Figure 1. Routed clock nets over the placement (run 1).
Drawn at 8 px/µm.
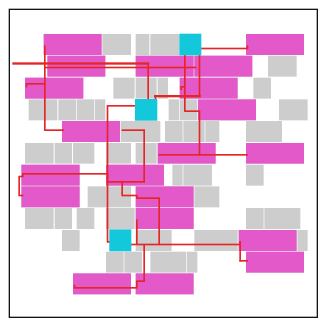
Figure 2. The metal 1 layer (run 1).
Drawn at 10 px/µm. Supply wires on this layer in gray.
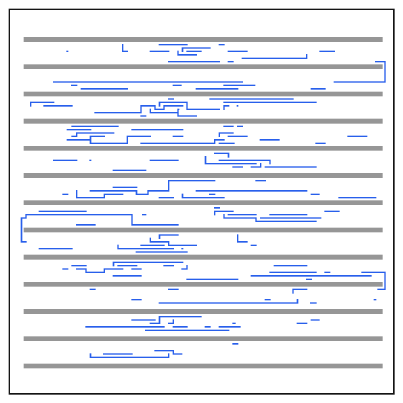
Figure 3. Routed metal, one color a layer (run 1).
Drawn at 8 px/µm. Only two layers are drawn.
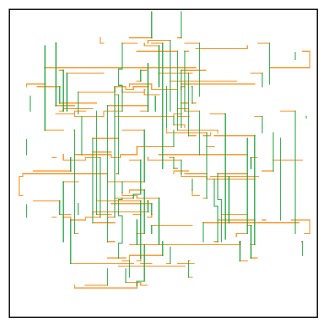
==> config.mk <==
export PLATFORM = sky130hd
export DESIGN_NAME = rs_debounce_ctrl
export DESIGN_NICKNAME = d
export VERILOG_FILES = /design/src/rtl/rs_debounce_ctrl.sv
export SDC_FILE = /design/constraint.sdc
export NUM_CORES = 1
export LEC_CHECK = 0
export CORE_UTILIZATION = 50
export CTS_CLUSTER_SIZE = 40
export DETAILED_ROUTE_END_ITERATION = 8
export PLACE_DENSITY = 0.79
export SKIP_LAST_GASP = 1
export SYNTH_ARGS = -nofsm -noshare
export SYNTH_HDL_FRONTEND = slang
export SYNTH_SLANG_ARGS = --single-unit
==> constraint.sdc <==
create_clock -name clk -period 1.7 [get_ports clk]
set_clock_uncertainty 0.2 [all_clocks]
set_input_delay 0.17 -clock clk [delete_from_list [all_inputs] [get_ports clk]]
set_output_delay 0.17 -clock clk [all_outputs]
set_load 0.005 [all_outputs]
==> run notes, run 1 <==
On the backend side, the flow ran end to end.

The flow ran to the end, and the final reports show no timing, DRC or antenna violations. OpenSTA, run right after detailed placement, puts the worst setup slack at 0.269 ns. Per STA, the worst path is made up of clkdlybuf4s50_1.

Counting along the longest clock path gives a buffer depth of 2. The max-cap violation count stands at 0. The detailed placer reported the number of placed instances as 77. The critical path's slowest stage uses the library cell sky130_fd_sc_hd__clkdlybuf4s50_1.

The sequential cells in the finished layout cover a total of 400 µm². The filler cell count in the final layout stands at 88. Summed over all nets, the switching power comes to 147 µW. The area growth from synthesis to final layout stands at 20.3%. The signal arrival time at the worst endpoint stands at 1.12 ns. The highest ir drop seen on vdd stands at 0.471 mV. The final report lists a non-filler cell total of 81. After routing, the total negative slack on setup checks comes to 0 ns. Summing the sequential cell areas from Yosys gives 60.7% of the chip area.

Ranking logic cells in the layout by count gives the top entries 20 x sky130_fd_sc_hd__dfxtp_1, 8 x sky130_fd_sc_hd__nor2b_1, 7 x sky130_fd_sc_hd__clkdlybuf4s50_1. The script parses the final routing iteration and logs DRC violations as 0. The worst setup path is captured at an output port.

In this run the cell area of the synthesized design comes to 659 µm². The core occupancy in the finished layout stands at 67.7%. The number of setup buffers added after CTS stands at 0. The portion of synthesized cell area occupied by the leading cell type stands at 60.7%. The synthesized netlist handed to floorplanning was reported with a cell count of 55. Per the CTS log, the root buffer master is sky130_fd_sc_hd__clkbuf_4.

The tally of nets with antenna violations remaining after routing stands at 0. Summing all placed instances gives a cell area of 757 µm². Per the TritonCTS log, the buffer count is 3. The overall power stands at 767 µW.

Counting distinct cell types in the post-synthesis netlist gives 16. The relative slew slack stands at 79.0%. The max-slew violation total from the final report stands at 0.

The main area contributors are sky130_fd_sc_hd__dfxtp_1 61%, sky130_fd_sc_hd__ha_1 7.6%, sky130_fd_sc_hd__nor2b_1 7.6%. In the finished design, the share of the clock period the worst path needs comes to 87.7%. The routability congestion estimate from global placement stands at 0.710. The core area stands at 0.00117 mm².

8 I/O pins were placed. For the completed layout, the total cell area is recorded as 793 µm². The data required time at the worst endpoint stands at 1.33 ns. By startpoint and endpoint, the worst setup path is classified as flop to output port. The most used flip-flop cell after synthesis is sky130_fd_sc_hd__dfxtp_1. The library cell used most frequently in the layout, excluding fill and tap cells, is sky130_fd_sc_hd__dfxtp_1. The tightest hold margin stands at 0.190 ns. Warnings reported by Yosys during synthesis add up to 0. The chip area line of the yosys report stands at 659 µm². Looking at area per cell type in the netlist, the leader is sky130_fd_sc_hd__dfxtp_1. The starting density of the core stands at 56.3%.

The number of standard cells reported by yosys stands at 55. The net count reported at finish stands at 76. Cell internal power was estimated by the tool at 620 µW. Among all stages on the critical path, the maximum delay recorded is 0.49 ns. The switching portion of total power comes to 19.2%.

The number of enable-type register cells in the synthesized netlist stands at 0. Endpoints failing hold in the final report were tallied at 0. Of the total power, registers draw 62.1%. The DRC marker count from the first detailed-route iteration stands at 9. In this run the mean area of a mapped cell was 12.0 µm².

In this run, post-CTS hold repair placed 0 buffers. The clock net sink count stands at 20. After synthesis, the most frequently instantiated cells are 20 x sky130_fd_sc_hd__dfxtp_1, 8 x sky130_fd_sc_hd__nor2b_1, 4 x sky130_fd_sc_hd__ha_1, 4 x sky130_fd_sc_hd__nor4_1, 3 x sky130_fd_sc_hd__nor2_1. Setup repair after global routing left no endpoint under its margin. The flip-flop and latch power stands at 477 µW. The worst setup path is launched from a flop. Along the worst hold path, the cell count comes to 1. Counting flops and latches in the post-synthesis netlist gives 20. Warnings raised by the tools during the run amount to 26. The power per unit of standard cell area stands at 967 mW/mm². The number of I/O port buffers stands at 7. The transition time recorded at the tightest slew-check pin is 0.313 ns.

The flow reports an fmax of 671 MHz. The static leakage stands at 0.305 nW. Before antenna repair, the detailed router went through 4 iterations.

The via count normalized by instance count stands at 4.88.
Notes on Figure 1 above:
Magenta stands for flip-flops, count 20. Cyan stands for cells driving clock nets, count 3. Red stands for clock wires, length 207 µm.
Position of the flops: spread over the die.
clock group share of total power: 34.5%
clk ins delay skew pair: 0.29 ns
reported clock group power: 265 µW

Notes on Figure 2 above:
The longest straight run is 18.9 µm. 67 nets have wire on it.
total routed wirelength: 916 µm
vias after detailed routing: 395
GR Util met1: 18.9%

Notes on Figure 3 above:
Green stands for met2, wire length 451 µm. Orange stands for met1, wire length 435 µm.
GRT Overall Usage: 17.5%
mean routed wirelength per cell: 11.3 µm

-- run 1: per-layer routing --
metal	global-route usage [%]	share of wire, %
met1	18.9	47
met2	27.1	49
met3	8.72	3.3
met4	10.7	0
met5	0	0
-- run 1: area by class of cell --
cell class | instances | share of cell area (%)
clock buffer | 4 | 4.57
sequential | 20 | 50.5
inverter | 2 | 0.946
tap | 14 | 2.21
multi-input combinational | 32 | 31.1
timing repair buffer | 9 | 10.7
-- run 1: cells by family after synthesis --
family	share of synthesized area [%]
compound gates	1.52
mux	3.04
flops	60.7
buf+inv	1.90
xor+xnor	2.66
fa+ha+maj	7.59
simple gates	22.6
==> run 2, diff against run 1 <==
--- a/config.mk
+++ b/config.mk
@@ -5,6 +5,7 @@
 export SDC_FILE = /design/constraint.sdc
 export NUM_CORES = 1
 export LEC_CHECK = 0
+export ABC_CLOCK_PERIOD_IN_PS = 1700
 export CORE_UTILIZATION = 50
 export CTS_CLUSTER_SIZE = 40
 export DETAILED_ROUTE_END_ITERATION = 8
Figure 4. The metal 1 layer (run 2).
Drawn at 10 px/µm. Supply wires on this layer in gray.
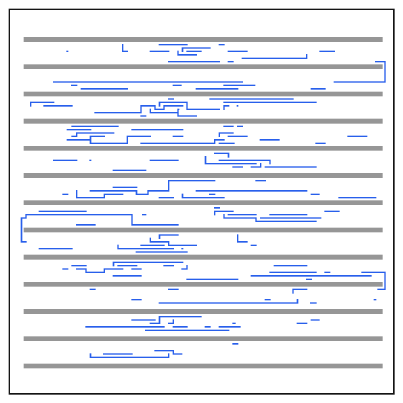
The layer carries 435 µm of wire. The longest straight run is 18.9 µm.

Figure 5. Routed metal, one color a layer (run 2).
Drawn at 8 px/µm. Only two layers are drawn.
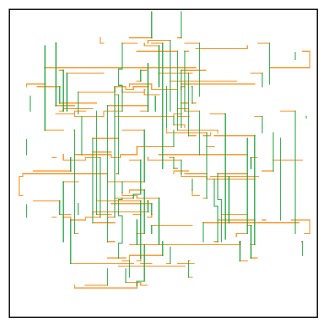
Green stands for met2, wire length 451 µm. Orange stands for met1, wire length 435 µm.

==> run 2 against run 1 <==
Design area is the same. Cell count is the same. Worst hold slack is the same. Via count is the same. Sequential cell count is the same. Utilization is the same. First-iteration DRC count is the same. Power is the same. Synthesized area is the same. Largest cell class unchanged. Largest power group unchanged.
==> run notes, run 2 <==
On the backend side, the flow ran end to end.

The number of instances on the worst hold path stands at 1 (unchanged). The total instance count after detailed placement stands at 77 (unchanged). The tool warning count was 26 (unchanged). In this run the top signal layer used is met3. The core occupancy in the finished layout stands at 67.7% (unchanged).

The area growth from synthesis to final layout was 20.3% (unchanged). The summed negative setup slack over all endpoints stands at 0 ns (unchanged). The proportion of synthesized chip area in sequential cells stands at 60.7% (unchanged). The worst-margin pin slew came to 0.313 ns (unchanged). The flop share of the area is 50.5% (unchanged). The timing-limited maximum frequency stands at 671 MHz (unchanged). Setup repair after global routing left no endpoint under its margin. The tree is rooted in a sky130_fd_sc_hd__clkbuf_4. In the layout the commonest cells are 20 x sky130_fd_sc_hd__dfxtp_1, 8 x sky130_fd_sc_hd__nor2b_1, 7 x sky130_fd_sc_hd__clkdlybuf4s50_1. The clock latency at the later pin of the worst-skew pair stands at 0.29 ns (about the same). The chip area line of the yosys report came to 659 µm² (unchanged). The routed metal-1 wire length came to 434 µm (unchanged). The critical path's slowest stage uses the library cell sky130_fd_sc_hd__clkdlybuf4s50_1. The number of multi-input combinational cells in the layout was 32 (unchanged). The met1 capacity usage during global routing came to 18.9% (unchanged).

The filler cell count in the final layout stands at 88 (unchanged). The worst slack at placement stands at 0.269 ns (unchanged). The CTS buffer count stands at 3 (unchanged). The share of the clock period used by the worst path after layout stands at 87.7% (unchanged). The relative slew slack stands at 79.0% (unchanged). The max-slew violation total from the final report came to 0 (unchanged). The overall power came to 767 µW (unchanged).

The count of inserted tapcells came to 14 (unchanged). The hold buffer count at cts stands at 0 (unchanged). The buffer share of cell area stands at 10.7% (unchanged).

The via count normalized by instance count was 4.88 (unchanged). The remaining routing DRC violations stands at 0 (unchanged). The starting density of the core stands at 56.3% (unchanged).

The number of different library cells in the post-synthesis netlist is 16 (unchanged). The DRC marker count from the first detailed-route iteration stands at 9 (unchanged). The wire length per cell after detailed routing stands at 11.3 µm (unchanged).

The worst setup path is captured at an output port. The stage delay of the slowest cell on the critical path came to 0.49 ns (about the same). The area of the mapped netlist stands at 659 µm² (unchanged). In the post-synthesis netlist, the biggest area contributors are sky130_fd_sc_hd__dfxtp_1 61%, sky130_fd_sc_hd__ha_1 7.6%, sky130_fd_sc_hd__nor2b_1 7.6%. The cell sequence reported for the critical path is clkdlybuf4s50_1. The final standard cell count with taps included and fillers excluded was 81 (unchanged). The synthesis-stage register bit count stands at 20 (unchanged). The maximum clock insertion buffer count was 2 (unchanged). The max-cap violation count stands at 0 (unchanged). The number of standard cells reported by yosys is 55 (unchanged).

The fraction of area in clock buffers and inverters stands at 4.57% (unchanged). The static leakage came to 0.305 nW (unchanged). The core area was 0.00117 mm² (unchanged).

The flip-flop and latch count stands at 20 (unchanged). The global-route usage over all layers stands at 17.5% (unchanged). The tally of nets with antenna violations remaining after routing came to 0 (unchanged). The non-clock buffer instance count of the final layout stands at 9 (unchanged). The hold violation total from the final report stands at 0 (unchanged).

In the synthesized netlist, the cells that appear most often are 20 x sky130_fd_sc_hd__dfxtp_1, 8 x sky130_fd_sc_hd__nor2b_1, 4 x sky130_fd_sc_hd__ha_1, 4 x sky130_fd_sc_hd__nor4_1, 3 x sky130_fd_sc_hd__nor2_1. The total length of routed met3 wires came to 30 µm (unchanged). STA classifies the critical path startpoint as a flop.

The signal arrival time at the worst endpoint came to 1.12 ns (about the same). The number of I/O pins came to 8 (unchanged). The tally of yosys warning messages stands at 0 (unchanged). The clock net sink count stands at 20 (unchanged).

The fraction of standard cell area in multi-input logic stands at 31.1% (unchanged). The net count reported at finish came to 76 (unchanged). The first-pass iteration count of the detailed router was 4 (unchanged). The number of clock buffers in the layout is 4 (unchanged). The synthesized netlist cell count came to 55 (unchanged). The highest ir drop seen on vdd stands at 0.471 mV (unchanged). The run finished with clean final reports.

The count of non-CTS inverters in the layout came to 2 (unchanged). For this run, the leading register cell type out of synthesis is sky130_fd_sc_hd__dfxtp_1. The post-synthesis average cell area was 12.0 µm² (unchanged). The via count of the routed design was 395 (unchanged).

The met2 track utilization from global routing stands at 27.1% (unchanged). The number of I/O port buffers came to 7 (unchanged). The met2 routed wirelength stands at 450 µm (unchanged). Global routing put the most usage on met2.
-- run 2: through the flow --
step,hold slack (ns),cell area (µm²)
3_5_place_dp,0.179,757
6_report,0.190,793
2_1_floorplan,0.0416,659
5_1_grt,0.198,793
3_3_place_gp,0.171,757
4_1_cts,0.195,793
-- run 2: cells by family after synthesis --
kind of cell               share of synthesized area (%)
and+or+nand+nor                                     22.6
AOI/OAI and AO/OA                                   1.52
xor gates and xnor gates                            2.66
adders and majority gates                           7.59
muxes                                               3.04
DFF                                                 60.7
buffers and inverters                               1.90
-- run 2: power by group --
group          internal (mW)  switching (mW)
clock                  0.131           0.134
combinational         0.0149          0.0106
sequential             0.474         0.00241
total                  0.620           0.147
No activity file was given, so power comes from the tool's default toggle rates.
